Figure 1. Clock wires, drivers and flops.
Scale bar: 20 um.
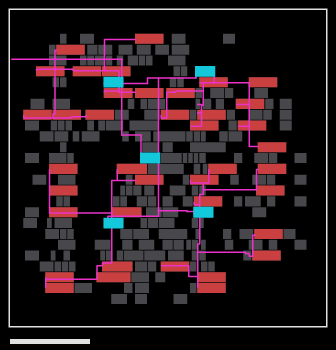
Figure 2. Register map, names as in the netlist.
Scale bar: 20 um. Other sequential cells in the stronger grey, the rest of the logic in the fainter grey.
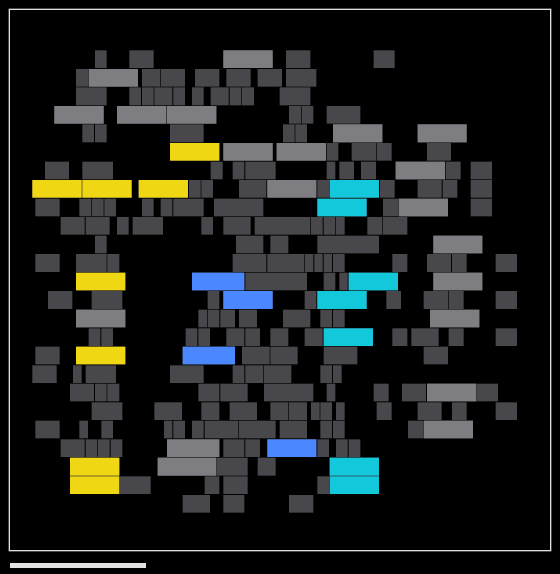
Figure 3. Clock nets.
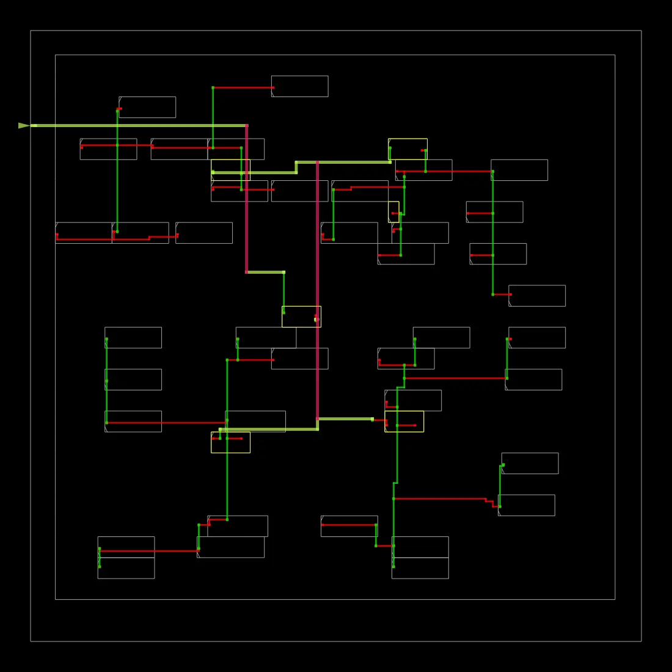
Figure 4. Placement by cell class.
Fill, decap, tap and diode cells in grey.
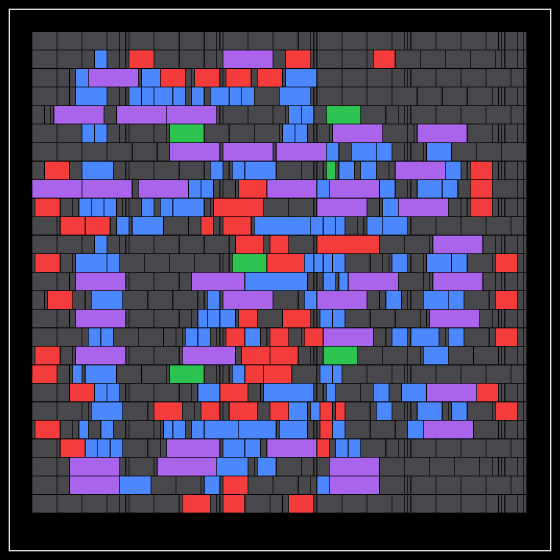
==> config.mk <==
export PLATFORM = sky130hd
export DESIGN_NAME = serial_adder_sequencer
export DESIGN_NICKNAME = d
export VERILOG_FILES = /design/src/rtl/serial_adder_sequencer_pkg.sv /design/src/rtl/serial_adder_sequencer_fa.sv /design/src/rtl/serial_adder_sequencer.sv
export SDC_FILE = /design/constraint.sdc
export NUM_CORES = 1
export LEC_CHECK = 0
export CAP_MARGIN = 30
export CORE_MARGIN = 3
export CORE_UTILIZATION = 31
export CTS_BUF_LIST = sky130_fd_sc_hd__clkbuf_8 sky130_fd_sc_hd__clkbuf_16
export DETAILED_ROUTE_END_ITERATION = 7
export GPL_TIMING_DRIVEN = 0
export PLACE_DENSITY_LB_ADDON = 0.08
export SYNTH_ARGS = -nofsm -noshare
export SYNTH_HDL_FRONTEND = slang
export SYNTH_SLANG_ARGS = --single-unit
==> constraint.sdc <==
create_clock -name Clock -period 1.2 [get_ports Clock]
set_input_delay 0.12 -clock Clock [delete_from_list [all_inputs] [get_ports Clock]]
set_output_delay 0.12 -clock Clock [all_outputs]
set_load 0.01 [all_outputs]
==> run notes <==
Notes on the flow run.

- As reported, the later end of the worst-skew pair has a clock insertion delay of 290 ps.
- The starting DRC count in detailed routing is 43, for reference.
- The hold violation total from the final report is 0, for reference.
- The routability congestion estimate is 0.778, for reference.
- The initial antenna violation count is 0, for reference.
- The maximum buffer depth of the clock tree is 2, for reference.
- The TritonCTS clock tree is yes, for reference.
- Global routing consumed, over all layers together, 13.5% of the routing resources.
- The worst-case reg-to-reg setup slack stands at -20 ps.
- The layer flagged by global routing as most heavily used is met2.
- The final critical-path setup slack is -22.6 ps, for reference.
- The number of buffer cells added on primary ports is 30, for reference.
- The element type at the critical path start is a flip-flop, for reference.
- The worst vdd rail ir drop is 0.000636 V, for reference.
- The highest clock rate is 818 MHz, for reference.
- The last timing report of the flow puts the setup violation total at 9.
- For the finished layout, the period the worst path requires is 1220 ps.
- The die area is 6290 sq um, for reference.
- For met2 alone, demand over resource in global routing was 23.1%.
- The data arrival at the endpoint of the critical path is 1440 ps, for reference.
- Per the summary, power density relative to cell area is 1100 nW/um^2.
- Setup repair after global routing could not meet its margin everywhere.
- The antenna diode count is 0, for reference.
- The net count of the mapped netlist is 200, for reference.
- The maximum level of the CTS H-tree is 2, for reference.
- Among the non-sequential cells, simple AND/OR/NAND/NOR gates take the most area.
- Of all nets on the critical path, the largest fanout is 5.
- The post-synthesis share of cell area spent on and-or and or-and gates is 15.9%, for reference.
- STA classifies the critical path endpoint as a flip-flop.
- The fraction of the mapped netlist area in simple logic gates is 22.1%, for reference.
- Summed over all nets, the half-perimeter wirelength after detailed placement is 2.67 mm.
- The signed area change from the synthesized netlist to the final layout is 42.7%, for reference.
- The stat command in Yosys gives a chip area of 1670 sq um.
- In the global route stage, met1 resource usage came out at 16.2%.
- The analysis attributes to net switching a power of 0.658 mW.
- The switching fraction of total power is 25.1%, for reference.
- The internal power consumption is 1.97 mW, for reference.
- The synthesized netlist contains 26 unique library cells.
- The post-synth design cell area is 1670 sq um, for reference.
- The number of DRC violations after detailed routing is 0, for reference.
- The number of global-route vias before repair is 1410.
- The area share of xor/xnor cells in the synthesized design is 0%, for reference.
- The cell depth of the worst flop-to-flop path is 5, for reference.
- The main area contributors are dfxtp_1, a21oi_1, nand3_1, nand2b_1, a22oi_1.
- The chip width is 79.3 um, for reference.
- The CTS clock-pin slew for the worst setup and hold paths is 70 ps, for reference.
- The category of the most critical setup path is flip-flop to flip-flop, for reference.
- Sorting the Yosys area breakdown by cell type puts at the top dfxtp_1.
- The global-route wire length before repair is 6.58 mm, for reference.
- The leakage power in the latest report is 0.879 nW.
- 31 I/O pins were placed.
- The post-detailed-route via-to-cell ratio is 4.84, for reference.
- The CTS buffer count is 5, for reference.
- The number of nets in the layout is 249, for reference.
- In this run the tools logged warnings totalling 28.
- Global routing consumed, on the met3 layer, 3.40% of the routing resources.
- The part of the total power dissipated in combinational logic is 17.3%, for reference.
- The overflow left after global routing is 0, for reference.
- The post-synthesis average cell area is 9.36 sq um, for reference.
- The post-placement cell area is 2060 sq um, for reference.
- The total of warnings raised by yosys is 0, for reference.
- The maximum number of pins on one net before global-route repair is 12, for reference.
- The number of max-slew violations in the final report is 0, for reference.
- The iteration tally of the first detailed-router pass is 4, for reference.
- The clock tree root driver cell is clkbuf_8, for reference.
- The transition time at the pin with the least slew margin is 277 ps, for reference.
- The proportion of power drawn by flip-flops and latches is 52.6%, for reference.
- The checks that failed: negative setup slack.
- The register share after synthesis is 46.8%, for reference.
- In the layout the commonest cells are dfxtp_1, a21oi_1, nand3_1.
- The initial utilization of the core area, before any placement, comes to 32.4%.
- Synthesis produced 178 cells.
- After Yosys synthesis, full adders, half adders and majority gates account for 1.95% of the synthesized area.
- Per the Yosys statistics, synthesis produced 178 cells.
- OpenSTA, run right after detailed placement, puts the worst setup slack at -441 ps.
- The number of cells on the worst hold path is listed as 3.
- The number of violations of the max-capacitance limit is 0, for reference.
- The worst path uses 102% of the clock period.
- The tightest slew margin relative to the limit is 81.5%, for reference.
- In the synthesized netlist, mux cells make up 6.98% of the area.
- The flow ran to the end, but the final reports show violations.
- Wires add up to 3.90 mm.
- The share of post-route cells with drive strength above 1 is 24.8%, for reference.
- The library cell used most frequently in the layout, excluding fill and tap cells, is dfxtp_1.
- The detail route stage leaves a number of antenna-violating nets equal to 0.
- Across all layers, the routed design uses 1432 vias.
## Picture notes: Figure 1
Key: flip-flops = red [count 39]; clock-net drivers = cyan [count 5]; clock wires = magenta [length 478 um]
Position of the flops: all over the die.
setup clock skew after layout: 4.48 ps
clock group share of total power: 30.1%
Clock net power: 0.790 mW

## Picture notes: Figure 2
Key: a_sr = yellow [sequential cells 8]; ps = cyan [sequential cells 7]; cnt = blue [sequential cells 4, where centre]
Another 20 sequential cells are not coloured.
sequential portion of the cell area: 33.1%
sequential standard cell area: 788 sq um
utilization after layout: 46.3%

## Picture notes: Figure 3
Sink Count: 39
clock buf count: 5

## Picture notes: Figure 4
Key: clock drivers and dummy loads = green [cells 6]; remaining logic cells = blue [cells 125]; remaining buffers and delay cells = red [cells 56]; registers = purple [cells 39]
Site Rows: 26
area of all placed cells without fillers: 2380 sq um
Std-Cell Core Area: 5140 sq um

worst max-delay path, cell delays in order, from the launching register on:
cell      delay [ps]
dfxtp_2          360
ha_4             150
nand3b_1         120
buf_6            170
nor2_8           170
mux2i_1          190
cells in the mapped netlist, drive strengths merged:
cell type   n
dfxtp      39
a21oi      28
nand3      26
nand2b     21
a22oi      15
buf        12
nand2      10
mux2i       9
clkbuf      3
nor2        3
mux2        2
nor2b       2
a211oi      1
clkinv      1
fa          1
ha          1
nand3b      1
nand4       1
nor3        1
nor3b       1
area by class of cell:
| type | count | area, sq um |
|---|---|---|
| fillers | 524 | 2760 |
| multi-input cells | 124 | 876 |
| flip-flops and latches | 39 | 788 |
| repair buffers | 42 | 412 |
| plain buffers | 14 | 134 |
| well taps | 70 | 87.6 |
| clock buffers | 5 | 68.8 |
| inverters | 1 | 8.76 |
| clock inverters | 1 | 3.75 |
cells by family (layout without fill, tap and decap cells):
kind of cell / after synthesis / in the layout
compound gates: 44 / 44
fa+ha+maj: 2 / 2
buf+inv: 16 / 63
flops: 39 / 39
mux: 11 / 11
simple gates: 66 / 67
routing by layer:
| metal | vias to the layer above | share of wire, % |
|---|---|---|
| met5 | - | 0 |
| met4 | 0 | 1.3 |
| met3 | 5 | 3.6 |
| met2 | 27 | 52 |
| met1 | 674 | 43 |
| li1 | 726 | - |
repair_timing:
item / CTS / global route
cloned: 1 / 1
hold endpoints to repair: 0 / 0
gates resized: 33 / 21
pin swaps: 3 / 10
buffers inserted: 8 / 3
setup endpoints to repair: 41 / 35
hold buffers: 0 / 0
through the flow:
stage               power [mW]  std cells  TNS (ps)
floorplan                 1.61        178         0
global placement          1.74        278     -9520
detailed placement        1.75        278    -10610
CTS                       2.59        292     -2.58
global route              2.75        296      -881
finish                    2.62        296      -101
power by group through the flow:
| stage | clock, mW | sequential [mW] | combinational (mW) |
|---|---|---|---|
| 6_report | 0.790 | 1.38 | 0.454 |
| 5_1_grt | 0.873 | 1.39 | 0.493 |
| 3_5_place_dp | 0 | 1.40 | 0.347 |
| 3_3_place_gp | 0 | 1.40 | 0.338 |
| 4_1_cts | 0.819 | 1.38 | 0.393 |
| 2_1_floorplan | 0 | 1.40 | 0.216 |
No activity file was given, so power comes from the tool's default toggle rates.
